`config.mk`:
```
export PLATFORM = sky130hd
export DESIGN_NAME = usb_rx_response_ctrl
export DESIGN_NICKNAME = d
export VERILOG_FILES = /design/src/rtl/usb_pkg.sv /design/src/rtl/usb_rx_response_ctrl_sat_counter.sv /design/src/rtl/usb_rx_response_ctrl.sv
export SDC_FILE = /design/constraint.sdc
export NUM_CORES = 1
export LEC_CHECK = 0
export ABC_AREA = 1
export CORE_AREA = 2 2 143 145
export DETAILED_ROUTE_END_ITERATION = 8
export DIE_AREA = 0 0 145 147
export PLACE_DENSITY_LB_ADDON = 0.15
export SLEW_MARGIN = 5
export SYNTH_ARGS = -nofsm -noshare
export SYNTH_HDL_FRONTEND = slang
export SYNTH_HIERARCHICAL = 1
export SYNTH_SLANG_ARGS = --single-unit
```
`constraint.sdc`:
```
create_clock -name clk -period 3.2 [get_ports clk]
set_input_delay 0.32 -clock clk [delete_from_list [all_inputs] [get_ports clk]]
set_output_delay 0.32 -clock clk [all_outputs]
set_load 0.02 [all_outputs]
```
`src/rtl/usb_pkg.sv`:
```
// Shared USB receive definitions: result codes, PID constants and the
// packet classification rule used by the response controller.
package usb_pkg;

   typedef enum logic [2:0] {
      RES_NONE, RES_DATA, RES_ACK, RES_NAK, RES_STALL, RES_CRC_ERR, RES_PID_ERR, RES_TIMEOUT
   } rx_result_e;

   // An unexpected PID reuses the NONE encoding; res_valid tells them apart.
   localparam rx_result_e RES_UNEXP = RES_NONE;

   localparam logic [3:0] PID_DATA0 = 4'b0011;
   localparam logic [3:0] PID_DATA1 = 4'b1011;
   localparam logic [3:0] PID_ACK   = 4'b0010;
   localparam logic [3:0] PID_NAK   = 4'b1010;
   localparam logic [3:0] PID_STALL = 4'b1110;

   function automatic rx_result_e classify_pkt(input logic [3:0] pid, input logic [3:0] npid,
                                               input logic exp_data, input logic crc_ok);
      rx_result_e code;
      code = RES_UNEXP;
      if (pid != ~npid) begin
         code = RES_PID_ERR;
      end else if (exp_data) begin
         if (pid == PID_DATA0 || pid == PID_DATA1)
            code = crc_ok ? RES_DATA : RES_CRC_ERR;
      end else begin
         case (pid)
            PID_ACK:   code = RES_ACK;
            PID_NAK:   code = RES_NAK;
            PID_STALL: code = RES_STALL;
            default:   code = RES_UNEXP;
         endcase
      end
      return code;
   endfunction

   function automatic logic is_err_code(input rx_result_e code);
      return (code == RES_UNEXP) || (code == RES_CRC_ERR) ||
             (code == RES_PID_ERR) || (code == RES_TIMEOUT);
   endfunction

endpackage

```
`src/rtl/usb_rx_response_ctrl_sat_counter.sv`:
```
// Saturating up-counter: increments on inc and sticks at all-ones.
module sat_counter #(
   parameter int W = 8
) (
   input  logic         clk,
   input  logic         rst,
   input  logic         inc,
   output logic [W-1:0] cnt
);

   always_ff @(posedge clk or posedge rst) begin
      if (rst)
         cnt <= '0;
      else if (inc && (cnt != '1))
         cnt <= cnt + 1'b1;
   end

endmodule

```
`src/rtl/usb_rx_response_ctrl.sv`:
```
// Arms the USB receive decoder when a reply is expected, times out the
// turnaround, classifies the decoded packet and holds the result for the FSM.
module usb_rx_response_ctrl
   import usb_pkg::*;
#(
   parameter int TIMEOUT_CYC = 255,
   parameter int ERR_W       = 8
) (
   input  logic             clk,
   input  logic             rst,
   input  logic             expect_req,
   input  logic             expect_data,
   input  logic             dec_pkt_avail,
   input  logic [98:0]      dec_pkt,
   input  logic             dec_crc_ok,
   output logic             dec_en,
   output logic             res_valid,
   input  logic             res_ready,
   output rx_result_e       res_code,
   output logic [63:0]      res_payload,
   output logic             busy,
   output logic             expect_err,
   output logic [ERR_W-1:0] err_cnt,
   output logic [ERR_W-1:0] drop_cnt
);

   typedef enum logic [1:0] {IDLE, ARMED, HOLD} state_e;

   state_e      state_q, state_d;
   logic [15:0] timer_q;
   logic        exp_data_q;
   logic        expect_err_q;
   rx_result_e  res_code_q;
   logic [63:0] res_payload_q;
   rx_result_e  pkt_code;
   logic        timeout, handshake, err_inc, drop_inc;
   logic        unused_pkt_bits;

   assign unused_pkt_bits = ^dec_pkt[98:72];
   assign pkt_code  = classify_pkt(dec_pkt[7:4], dec_pkt[3:0], exp_data_q, dec_crc_ok);
   assign timeout   = (timer_q == 16'(TIMEOUT_CYC - 1));
   assign handshake = (state_q == HOLD) && res_ready;

   always_ff @(posedge clk or posedge rst) begin
      if (rst)
         state_q <= IDLE;
      else
         state_q <= state_d;
   end

   always_comb begin
      state_d = state_q;
      case (state_q)
         IDLE:    if (expect_req) state_d = ARMED;
         ARMED:   if (dec_pkt_avail || timeout) state_d = HOLD;
         HOLD:    if (res_ready) state_d = IDLE;
         default: state_d = IDLE;
      endcase
   end

   // Result is captured on the edge that leaves ARMED; the packet beats the timeout.
   always_ff @(posedge clk or posedge rst) begin
      if (rst) begin
         timer_q       <= '0;
         exp_data_q    <= 1'b0;
         expect_err_q  <= 1'b0;
         res_code_q    <= RES_NONE;
         res_payload_q <= '0;
      end else begin
         expect_err_q <= expect_req && (state_q != IDLE);
         case (state_q)
            IDLE: begin
               if (expect_req) begin
                  exp_data_q <= expect_data;
                  timer_q    <= '0;
               end
            end
            ARMED: begin
               timer_q <= timer_q + 16'd1;
               if (dec_pkt_avail) begin
                  res_code_q    <= pkt_code;
                  res_payload_q <= (pkt_code == RES_DATA) ? dec_pkt[71:8] : 64'd0;
               end else if (timeout) begin
                  res_code_q    <= RES_TIMEOUT;
                  res_payload_q <= '0;
               end
            end
            HOLD: begin
               if (handshake) begin
                  res_code_q    <= RES_NONE;
                  res_payload_q <= '0;
               end
            end
            default: ;
         endcase
      end
   end

   assign err_inc  = (state_q == ARMED) &&
                     ((dec_pkt_avail && is_err_code(pkt_code)) || (!dec_pkt_avail && timeout));
   assign drop_inc = dec_pkt_avail && (state_q != ARMED);

   sat_counter #(.W(ERR_W)) u_err_cnt (
      .clk (clk),
      .rst (rst),
      .inc (err_inc),
      .cnt (err_cnt)
   );

   sat_counter #(.W(ERR_W)) u_drop_cnt (
      .clk (clk),
      .rst (rst),
      .inc (drop_inc),
      .cnt (drop_cnt)
   );

   assign dec_en      = (state_q == ARMED);
   assign res_valid   = (state_q == HOLD);
   assign busy        = (state_q != IDLE);
   assign expect_err  = expect_err_q;
   assign res_code    = res_code_q;
   assign res_payload = res_payload_q;

endmodule

```
==> results.cfg, run 1 <==
; generated from flow reports
[critical_path]
end_kind = register
critPathCapture = res_payload[7]$_DFFE_PP0P_
r2r_start = state_q[0]$_DFFE_PP0P_
path_class = register to register
reg2reg_to = res_payload[7]$_DFFE_PP0P_
worst_path_largest_cell_delay_ns = 0.43
ff2ff_setup_slack_ns = 0.90
cp-start-kind = register
required_ns = 3.42
crit_family = simple AND/OR/NAND/NOR gates
worstPathMaxFanout = 55
r2r_cells = 8
path_depth = 8
path_cells = inv_1, nor2_4, inv_1, nor2_1, nand2_1, nand2_4, buf_4, o21ai_1
worst_path_most_repeated_cell = inv_1
startpoint = state_q[0]$_DFFE_PP0P_
cp_num_buf_inv = 3
arrival_ns = 2.52
cp_slowest_cell = nand2_4

[clocking]
cts_tree = done
clock.latency.late_pin_ns = 0.35
clkSinkCount = 103
ctsResizeCount = 0
root_buffer = clkbuf_16
cts_buffers = 9
clk_pin_slew_ns = 0.07
clockBufferDepth = 2
cts_hold_buf = 0
h-tree-depth = 3
cts_setup_buffers = 0

[grt]
grt-ovfl-total = 0
grt_pass1_vias = 4288
antenna_found_initial = 0
grt_pass1_wl_mm = 22.5
grt_max_degree = 56

[timing]
max_freq_mhz = 435
rsz0062_at_grt = no
slew_violations = 0
fin_crit_ns = 2.30
fin_skew_ns = 0.00817
post-route-worst-setup-slack_ns = 0.903
max_slew_margin_pct = 59.2
fin_setup_tns_ns = 0
tightest_slew_ns = 0.611
setup_viol = 0
final-hold-violation-count = 0
finalCritPeriodShare_pct = 71.8

[synth]
ys_types = 28
synthAdderAreaFrac_pct = 1.02
synth_top_cell_by_area = dfrtp_1
syn_inst = 604
ys_seq_share_pct = 52.7
async_flop_share_pct = 100
syn_avg_cell_area_um2 = 8.09
most_common_cell = nand2_1
yosys.stat.chipArea_um2 = 4890
synth_warnings = 6
xor_share_pct = 0.538
synthFlopType = dfrtp_1
netlist_area_um2 = 4890
top_cells_by_area = dfrtp_1, nand2_1, o21ai_1, inv_1, nand3_1
synthTopLogicFamily = simple AND/OR/NAND/NOR gates
syn-num-nets = 714
yosysCellCount = 604
common_cells = nand2_1, dfrtp_1, o21ai_1
ys_ff = 103
aoi_share_pct = 9.91
top_area_share_pct = 52.7
edf_count = 0
synthMuxAreaShare_pct = 0
ys_sh_simple_pct = 27.8

[drt]
drt-vias-per-instance = 4.25
detail_route.first_pass.iterations = 4
drc = 0
drtIter0Drc = 244
final_antenna_net_count = 0

[cells_and_area]
logic_gate_count = 418
comb_area_share_pct = 27.2
lay_top_cells = nand2_1, clkdlybuf4s50_1, dfrtp_1, o21ai_1, inv_1
layout_top_cell = nand2_1
fin_nets = 871
antennaDiodeCount = 0
clkbuf_count = 10
flop_area_um2 = 2580
largest_reg_flops = 64
clk_share_pct = 4.23
final.fill_count = 2043
buf_share_pct = 24.3
flop-count = 103
drive_above_1_share_pct = 5.48
combGateArea_um2 = 1920
inverters = 57
dominant_cells = flip-flops and latches

[placed_design]
post-dp-hpwl_mm = 10.1
gp_congestion = 0.775
place_ws_ns = 0.682
io_buffers = 165

[die]
dieHeight_um = 147
die_w_um = 145
fp_util_pct = 24.6
ios = 193
chipArea_um2 = 21300
nWellTaps = 270

[pwr]
power_density_nw_per_um2 = 546
p_leak_nw = 2.98
p_total_mw = 3.86
ir_worst_vdd_mv = 0.247

[hold_path]
hold_class = input pin to asynchronous set/reset pin

[outcome]
outcome = completed

[flow_run]
maxCapViolations = 0
warnings = 54
==> run 1: power by group <==
group | switching, mW | internal, mW | total, mW | leakage [nW]
sequential | 0.118 | 1.41 | 1.53 | 1.41
clock | 0.521 | 0.612 | 1.13 | 0.135
combinational | 0.770 | 0.431 | 1.20 | 1.44
total | 1.41 | 2.45 | 3.86 | 2.98
==> run 1: routing by layer <==
layer	track usage [%]	up-vias	wire length, um
met5	0	-	0
met4	4.75	0	199
li1	-	2231	-
met3	3.29	10	722
met2	22.4	106	6660
met1	16.3	2061	6060
==> run 1: metrics by stage <==
stage	area, um2	cells	hold slack [ns]
after floorplan	4890	604	0.136
final	7070	1036	0.304
after CTS	7070	1036	0.303
after global placement	6770	1020	0.458
after global routing	7070	1036	0.342
after detailed placement	6770	1020	0.468
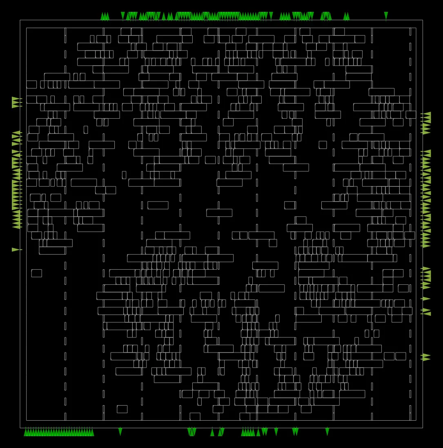
Fig. 1. Placed standard cells (run 1).
Seq/total area: 36.5%
Finished Layout Cells: 1,036

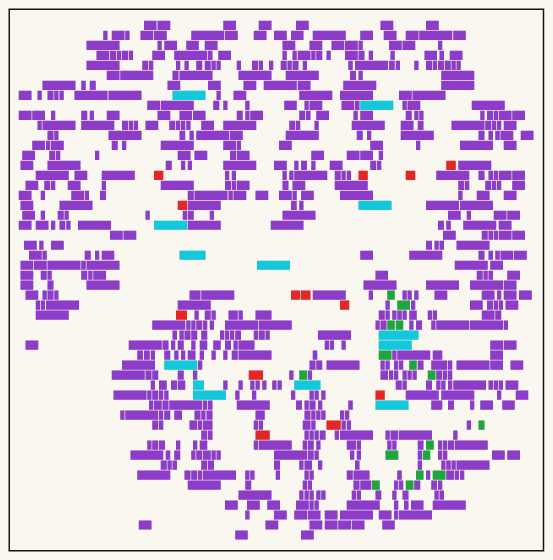
Fig. 2. Cells by drive strength (run 1).
Key: cyan = _6 and larger [cells 13, share 1.7%, most used clkbuf_16]; green = _2 cells [cells 16, share 2.1%, most used nor2_2]; red = _3 and _4 cells [cells 13, share 1.7%, most used buf_4]; purple = _0 and _1 cells [cells 724, share 95%, most used nand2_1]
Non-clock buffers: 172
final instance area: 7070 um2
Area Overhead vs Synth: 44.7%

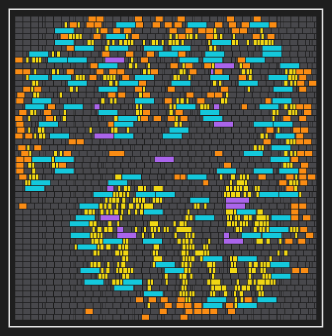
Fig. 3. Cell classes on the final placement (run 1).
Fill, decap, tap and diode cells in grey.
Key: cyan = sequential cells [cells 103, share of their area 38%]; purple = clock drivers and dummy loads [cells 16, share of their area 4.4%]; orange = remaining buffers and delay cells [cells 172, share of their area 25%]; yellow = combinational and other logic [cells 475, share of their area 32%]
core area: 19,800 um2
fin util: 35.6%
Placement Rows: 52

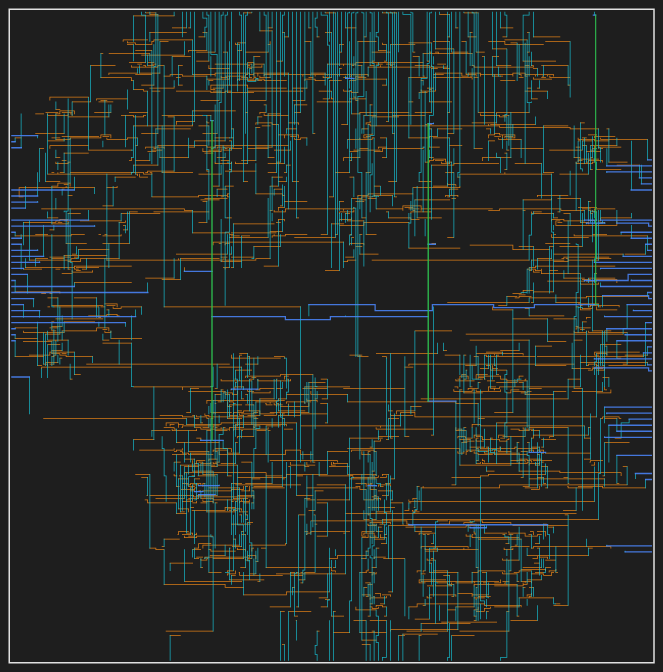
Fig. 4. Routed metal, one colour a layer (run 1).
Key: orange = metal 1 [wire length 6,060 um]; green = metal 4 [wire length 200 um]; blue = metal 3 [wire length 722 um]; cyan = metal 2 [wire length 6,660 um]
Vias: 4,408
Routed WL: 13.6 mm
DR WL/cell: 13.2 um
Total GRT Usage: 13.2%

Fig. 5: run 1, port wiring
Bar = 50 um.
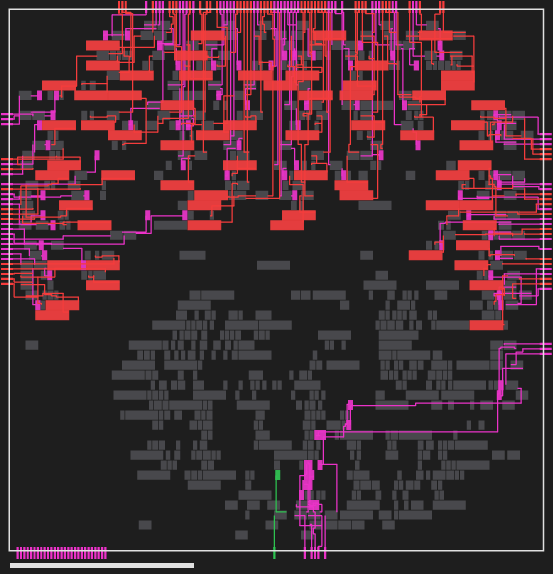

==> run 2, diff against run 1 <==
==> constraint.sdc (replaced) <==
create_clock -name clk -period 1.9 [get_ports clk]
set_input_delay 0.19 -clock clk [delete_from_list [all_inputs] [get_ports clk]]
set_output_delay 0.19 -clock clk [all_outputs]
set_load 0.02 [all_outputs]
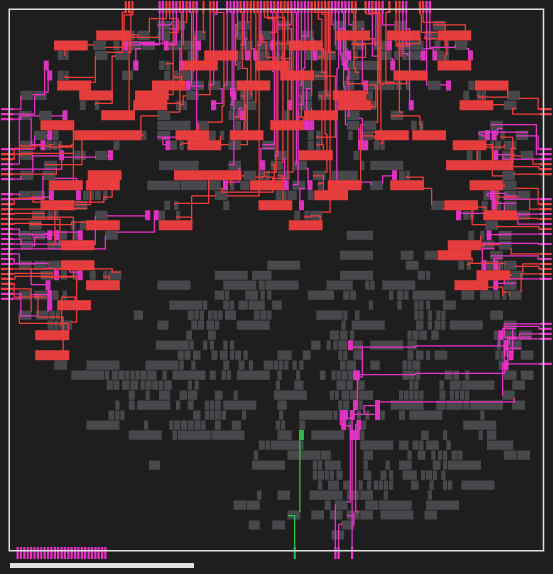
Fig. 6. Port wiring (run 2).
Bar = 50 um.
Key: green = `expect_data` [direction input, edge south, end cells 1, buffers 1, wire 31.6 um]; magenta = `dec_pkt` [direction input, edge 35 north, 30 south, 19 west, 15 east, end cells 79, buffers 72, wire 1,900 um]; red = `res_payload` [direction output, edge 38 north, 13 east, 13 west, end cells 64, buffers 64, wire 2,260 um]
Port Buffers: 165
# IOs: 193

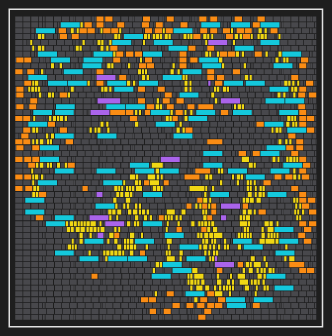
Fig. 7. Cell classes on the final placement (run 2).
Fill, decap, tap and diode cells in grey.
Key: yellow = combinational and other logic [cells 475, share of their area 31%]; purple = clock drivers and dummy loads [cells 15, share of their area 4.1%]; orange = remaining buffers and delay cells [cells 190, share of their area 28%]; cyan = sequential cells [cells 103, share of their area 37%]
final instance area: 7280 um2
fin util: 36.7%
Seq/total area: 35.4%

==> run 2 against run 1 <==
- critical path type unchanged
- power rose by 77%
- critical path depth rose by 6
- sequential cell count did not move
- largest cell class unchanged
- first-iteration DRC count rose by 1.6%
- hold slack got worse by 0.11 ns
==> results.cfg, run 2 <==
; generated from flow reports
[outcome]
outcome = completed

[grt]
grt_pass1_vias = 4541
grt-ovfl-total = 0
met2_usage_pct = 23.2
grt_usage_pct = 13.5
grt_pass1_wl_mm = 23.2
antenna_found_initial = 0
grt_use_met1_pct = 16.3
top_usage_layer = met2
met3_usage_pct = 3.11
grt_max_degree = 88

[critical_path]
path_cells = inv_1, nand4_1, nor2_1, nand2_1, nand2_1, nand2_2, inv_2, nand2_2, inv_2, nand3_2, nor2_4, nand3_2, nand2_1, nand2_1
path_class = register to register
r2r_start = timer_q[13]$_DFFE_PP0P_
r2r_cells = 14
arrival_ns = 2.00
reg2reg_to = u_err_cnt/cnt[7]$_DFFE_PP0P_
ff2ff_setup_slack_ns = 0.15
crit_family = simple AND/OR/NAND/NOR gates
cp_slowest_cell = dfrtp_1
startpoint = timer_q[13]$_DFFE_PP0P_
worst_path_most_repeated_cell = nand2_1
end_kind = register
cp-start-kind = register
critPathCapture = u_err_cnt/cnt[7]$_DFFE_PP0P_
path_depth = 14
worst_path_largest_cell_delay_ns = 0.41
worstPathMaxFanout = 5
cp_num_buf_inv = 3
required_ns = 2.15

[timing]
slew_violations = 0
post-route-worst-setup-slack_ns = 0.150
finalCritPeriodShare_pct = 92.1
max_slew_margin_pct = 66.5
final-hold-violation-count = 0
rsz0062_at_grt = yes
max_freq_mhz = 571
hold_ws_ns = 0.197
fin_crit_ns = 1.75
fin_setup_tns_ns = 0
setup_viol = 0
tightest_slew_ns = 0.501
fin_skew_ns = 0.0110

[clocking]
cts_buffers = 9
root_buffer = clkbuf_16
cts_tree = done
clk_pin_slew_ns = 0.08
clkSinkCount = 103
h-tree-depth = 3
clock.latency.late_pin_ns = 0.36
clockBufferDepth = 2
cts_hold_buf = 0

[synth]
top_area_share_pct = 52.7
syn_inst = 604
synth_warnings = 6
async_flop_share_pct = 100
top_cells_by_area = dfrtp_1, nand2_1, o21ai_1, inv_1, nand3_1
ys_seq_share_pct = 52.7
ys_types = 28
syn_avg_cell_area_um2 = 8.09
edf_count = 0
most_common_cell = nand2_1
synthFlopType = dfrtp_1
common_cells = nand2_1, dfrtp_1, o21ai_1
synth_top_cell_by_area = dfrtp_1
yosysCellCount = 604
yosys.stat.chipArea_um2 = 4890
syn-num-nets = 714
ys_ff = 103
netlist_area_um2 = 4890

[flow_run]
maxCapViolations = 0
warnings = 55

[drt]
wl_met3_um = 652
final_antenna_net_count = 0
detail_route.first_pass.iterations = 4
drt-vias-per-instance = 4.26
met1_length_mm = 6.25
drc = 0
routed_wl_mm = 13.9
drtIter0Drc = 248
routed-wl-met2_mm = 6.73
dr.max_layer_used = met4
vias = 4481
wire_per_inst_um = 13.2

[pwr]
p_clk_share_pct = 28.0
ir_worst_vdd_mv = 0.510
p_int_mw = 4.35
power_combinational_mw = 2.35
pg_clk_mw = 1.91
p_comb_share_pct = 34.5
p_leak_nw = 3.09
p_total_mw = 6.83
powerSeq_mw = 2.57
power_density_nw_per_um2 = 938
power_leader = sequential cells
switching_power_mw = 2.48
seqPwrFrac_pct = 37.6
swShare_pct = 36.3

[cells_and_area]
areaGrowthSynthToFinish_pct = 49.0
final.fill_count = 2049
instances_no_fill = 1053
drive_above_1_share_pct = 8.43
largest_reg_flops = 64
lay_top_cells = nand2_1, clkdlybuf4s50_1, dfrtp_1, o21ai_1, inv_1
fin_nets = 889
layout_top_cell = nand2_1
antennaDiodeCount = 0

[die]
dieHeight_um = 147
rows = 52
chipArea_um2 = 21300
coreArea_um2 = 19800
die_w_um = 145
fp_util_pct = 24.6

[placed_design]
gp_congestion = 0.773
place_ws_ns = -0.237
dp.cells = 1037
post-dp-hpwl_mm = 10.1
placed_area_um2 = 6960

[hold_path]
hold_class = input pin to asynchronous set/reset pin
[run 2: cell counts after synthesis]
No cell type changed its count.
[run 2: logic make-up after synthesis]
logic type	after synthesis	share of synthesized area, %
and+or+nand+nor	316	27.8
DFF	103	52.7
AOI/OAI and AO/OA	95	9.91
buffers and inverters	83	7.99
adders and majority gates	4	1.02
xor gates and xnor gates	3	0.538
[run 2: layout make-up]
type / instances / area [um2] / share of cell area [%]
inverters: 57 / 218 / 2.99
repair buffers: 190 / 1910 / 26.3
well taps: 270 / 338 / 4.64
clock inverters: 4 / 55.1 / 0.756
clock buffers: 11 / 233 / 3.20
multi-input cells: 418 / 1950 / 26.8
flip-flops and latches: 103 / 2580 / 35.4
[run 2: repair_timing]
action,in CTS,in global routing
endpoints found under the setup margin,2,7
buffers inserted,0,1
resized,2,9
pin swaps,0,5
Fig. 8: run 2, routed metal, one colour a layer
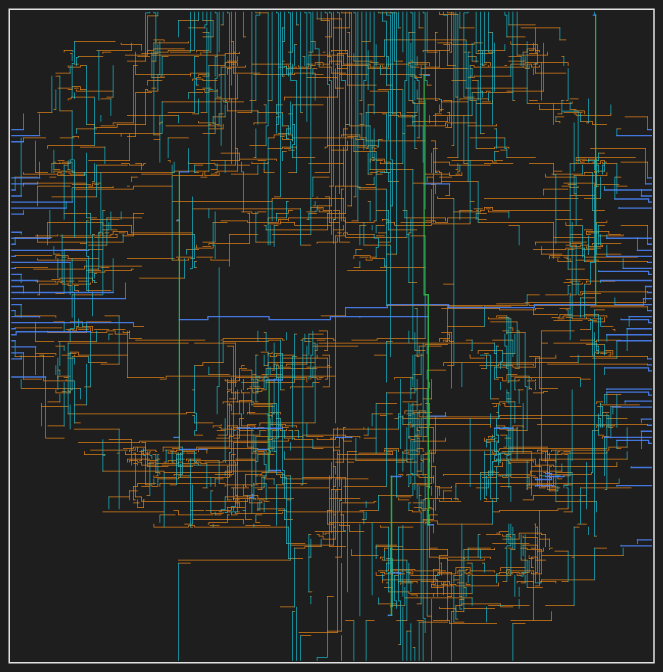

==> run 3, diff against run 2 <==
--- a/config.mk
+++ b/config.mk
@@ -9,6 +9,7 @@
 export CORE_AREA = 2 2 143 145
 export DETAILED_ROUTE_END_ITERATION = 8
 export DIE_AREA = 0 0 145 147
+export MAX_ROUTING_LAYER = met4
 export PLACE_DENSITY_LB_ADDON = 0.15
 export SLEW_MARGIN = 5
 export SYNTH_ARGS = -nofsm -noshare
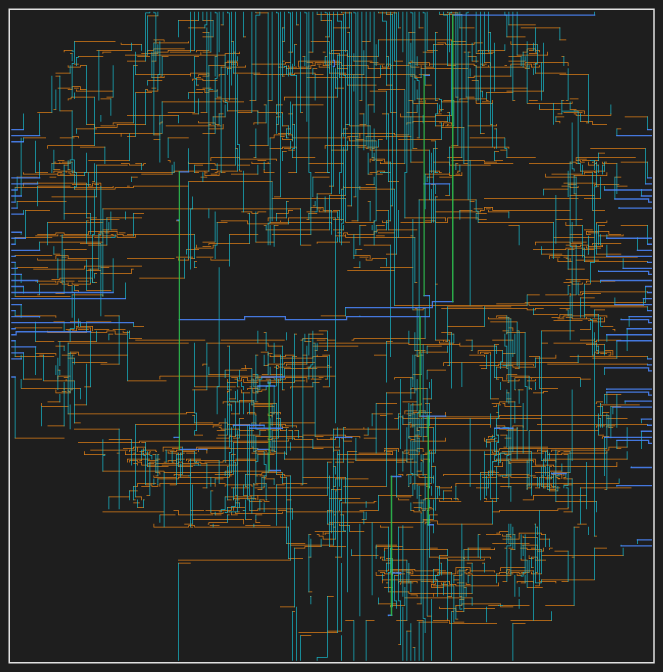
Fig. 9. Routed metal, one colour a layer (run 3).
Key: cyan = metal 2 [wire length 6,750 um]; orange = metal 1 [wire length 6,310 um]; green = metal 4 [wire length 275 um]; blue = metal 3 [wire length 595 um]
Vias: 4,472
DR WL/cell: 13.2 um
Total GRT Usage: 13.9%
Routed WL: 13.9 mm

==> run 3 against run 2 <==
- die area unchanged
- setup slack improved by 0.0014 ns
- critical path type is now register to primary output
- highest routed layer unchanged
- largest cell class unchanged
- clock skew up 0.0012 ns
==> results.cfg, run 3 <==
; generated from flow reports
[clocking]
cts_hold_buf = 0
root_buffer = clkbuf_16
clockBufferDepth = 2
h-tree-depth = 3
clk_pin_slew_ns = 0.08
cts_setup_buffers = 0
clock.latency.late_pin_ns = 0.36
ctsResizeCount = 2

[die]
rows = 52
coreArea_um2 = 19800
fp_util_pct = 24.6
ios = 193
chipArea_um2 = 21300

[timing]
slew_violations = 0
setup_viol = 0
max_slew_margin_pct = 66.5
rsz0062_at_grt = yes
hold_ws_ns = 0.197
tightest_slew_ns = 0.502
fin_crit_ns = 1.75

[pwr]
power_combinational_mw = 2.35
p_comb_share_pct = 34.5
ir_worst_vdd_mv = 0.506
pg_clk_mw = 1.91
p_clk_share_pct = 27.9
power_density_nw_per_um2 = 937
seqPwrFrac_pct = 37.6
p_total_mw = 6.83

[placed_design]
place_ws_ns = -0.237
post-dp-hpwl_mm = 10.1

[synth]
edf_count = 0
syn_avg_cell_area_um2 = 8.09
netlist_area_um2 = 4890
ys_types = 28
top_cells_by_area = dfrtp_1, nand2_1, o21ai_1, inv_1, nand3_1
syn_inst = 604
yosys.stat.chipArea_um2 = 4890
async_flop_share_pct = 100

[drt]
dr.max_layer_used = met4
routed-wl-met2_mm = 6.75
wl_met3_um = 595
detail_route.first_pass.iterations = 4
drtIter0Drc = 267
final_antenna_net_count = 0

[grt]
grt_max_degree = 88
grt-ovfl-total = 0
met3_usage_pct = 2.86
grt_pass1_wl_mm = 23.2

[cells_and_area]
largest_reg_flops = 64
lay_top_cells = nand2_1, clkdlybuf4s50_1, dfrtp_1, o21ai_1, inv_1
drive_above_1_share_pct = 8.43
antennaDiodeCount = 0
final.fill_count = 2049
fin_area_um2 = 7280
layout_top_cell = nand2_1
fin_nets = 889
final_core_util_pct = 36.7
areaGrowthSynthToFinish_pct = 49.0

[critical_path]
crit_family = buffers and inverters
ff2ff_setup_slack_ns = 0.15
arrival_ns = 1.56
reg2reg_to = u_err_cnt/cnt[7]$_DFFE_PP0P_
worstPathMaxFanout = 4
cp_slowest_cell = clkdlybuf4s50_1
path_class = register to primary output
cp_num_buf_inv = 2
path_depth = 3
required_ns = 1.71
r2r_cells = 14

[hold_path]
hold_class = input pin to asynchronous set/reset pin

[outcome]
outcome = completed

[flow_run]
warnings = 55
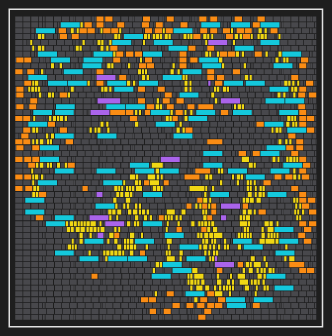
Fig. 10. Cell classes on the final placement (run 3).
Fill, decap, tap and diode cells in grey.
Key: cyan = sequential cells [cells 103, share of their area 37%]; orange = remaining buffers and delay cells [cells 190, share of their area 28%]; yellow = combinational and other logic [cells 475, share of their area 31%]; purple = clock drivers and dummy loads [cells 15, share of their area 4.1%]

[run 3: final cells by class]
cell class	instances	area [um2]	share of cell area [%]
inverters	57	218	2.99
repair buffers	190	1910	26.3
flip-flops and latches	103	2580	35.4
multi-input cells	418	1950	26.8
clock inverters	4	55.1	0.756
well taps	270	338	4.64
clock buffers	11	233	3.20
[run 3: logic make-up after synthesis]
family                   share of synthesized area [%]
buffers and inverters                             7.99
AND-OR/OR-AND                                     9.91
AND/OR/NAND/NOR                                   27.8
XOR/XNOR                                         0.538
flip-flops                                        52.7
adder cells (fa/ha/maj)                           1.02
[run 3: through the flow]
step	setup TNS, ns	std cells
global placement	-8.29	1037
finish	0	1053
floorplan	0	604
global route	-0.0165	1053
CTS	0	1052
detailed placement	-9.83	1037
No activity file was given, so power comes from the tool's default toggle rates.
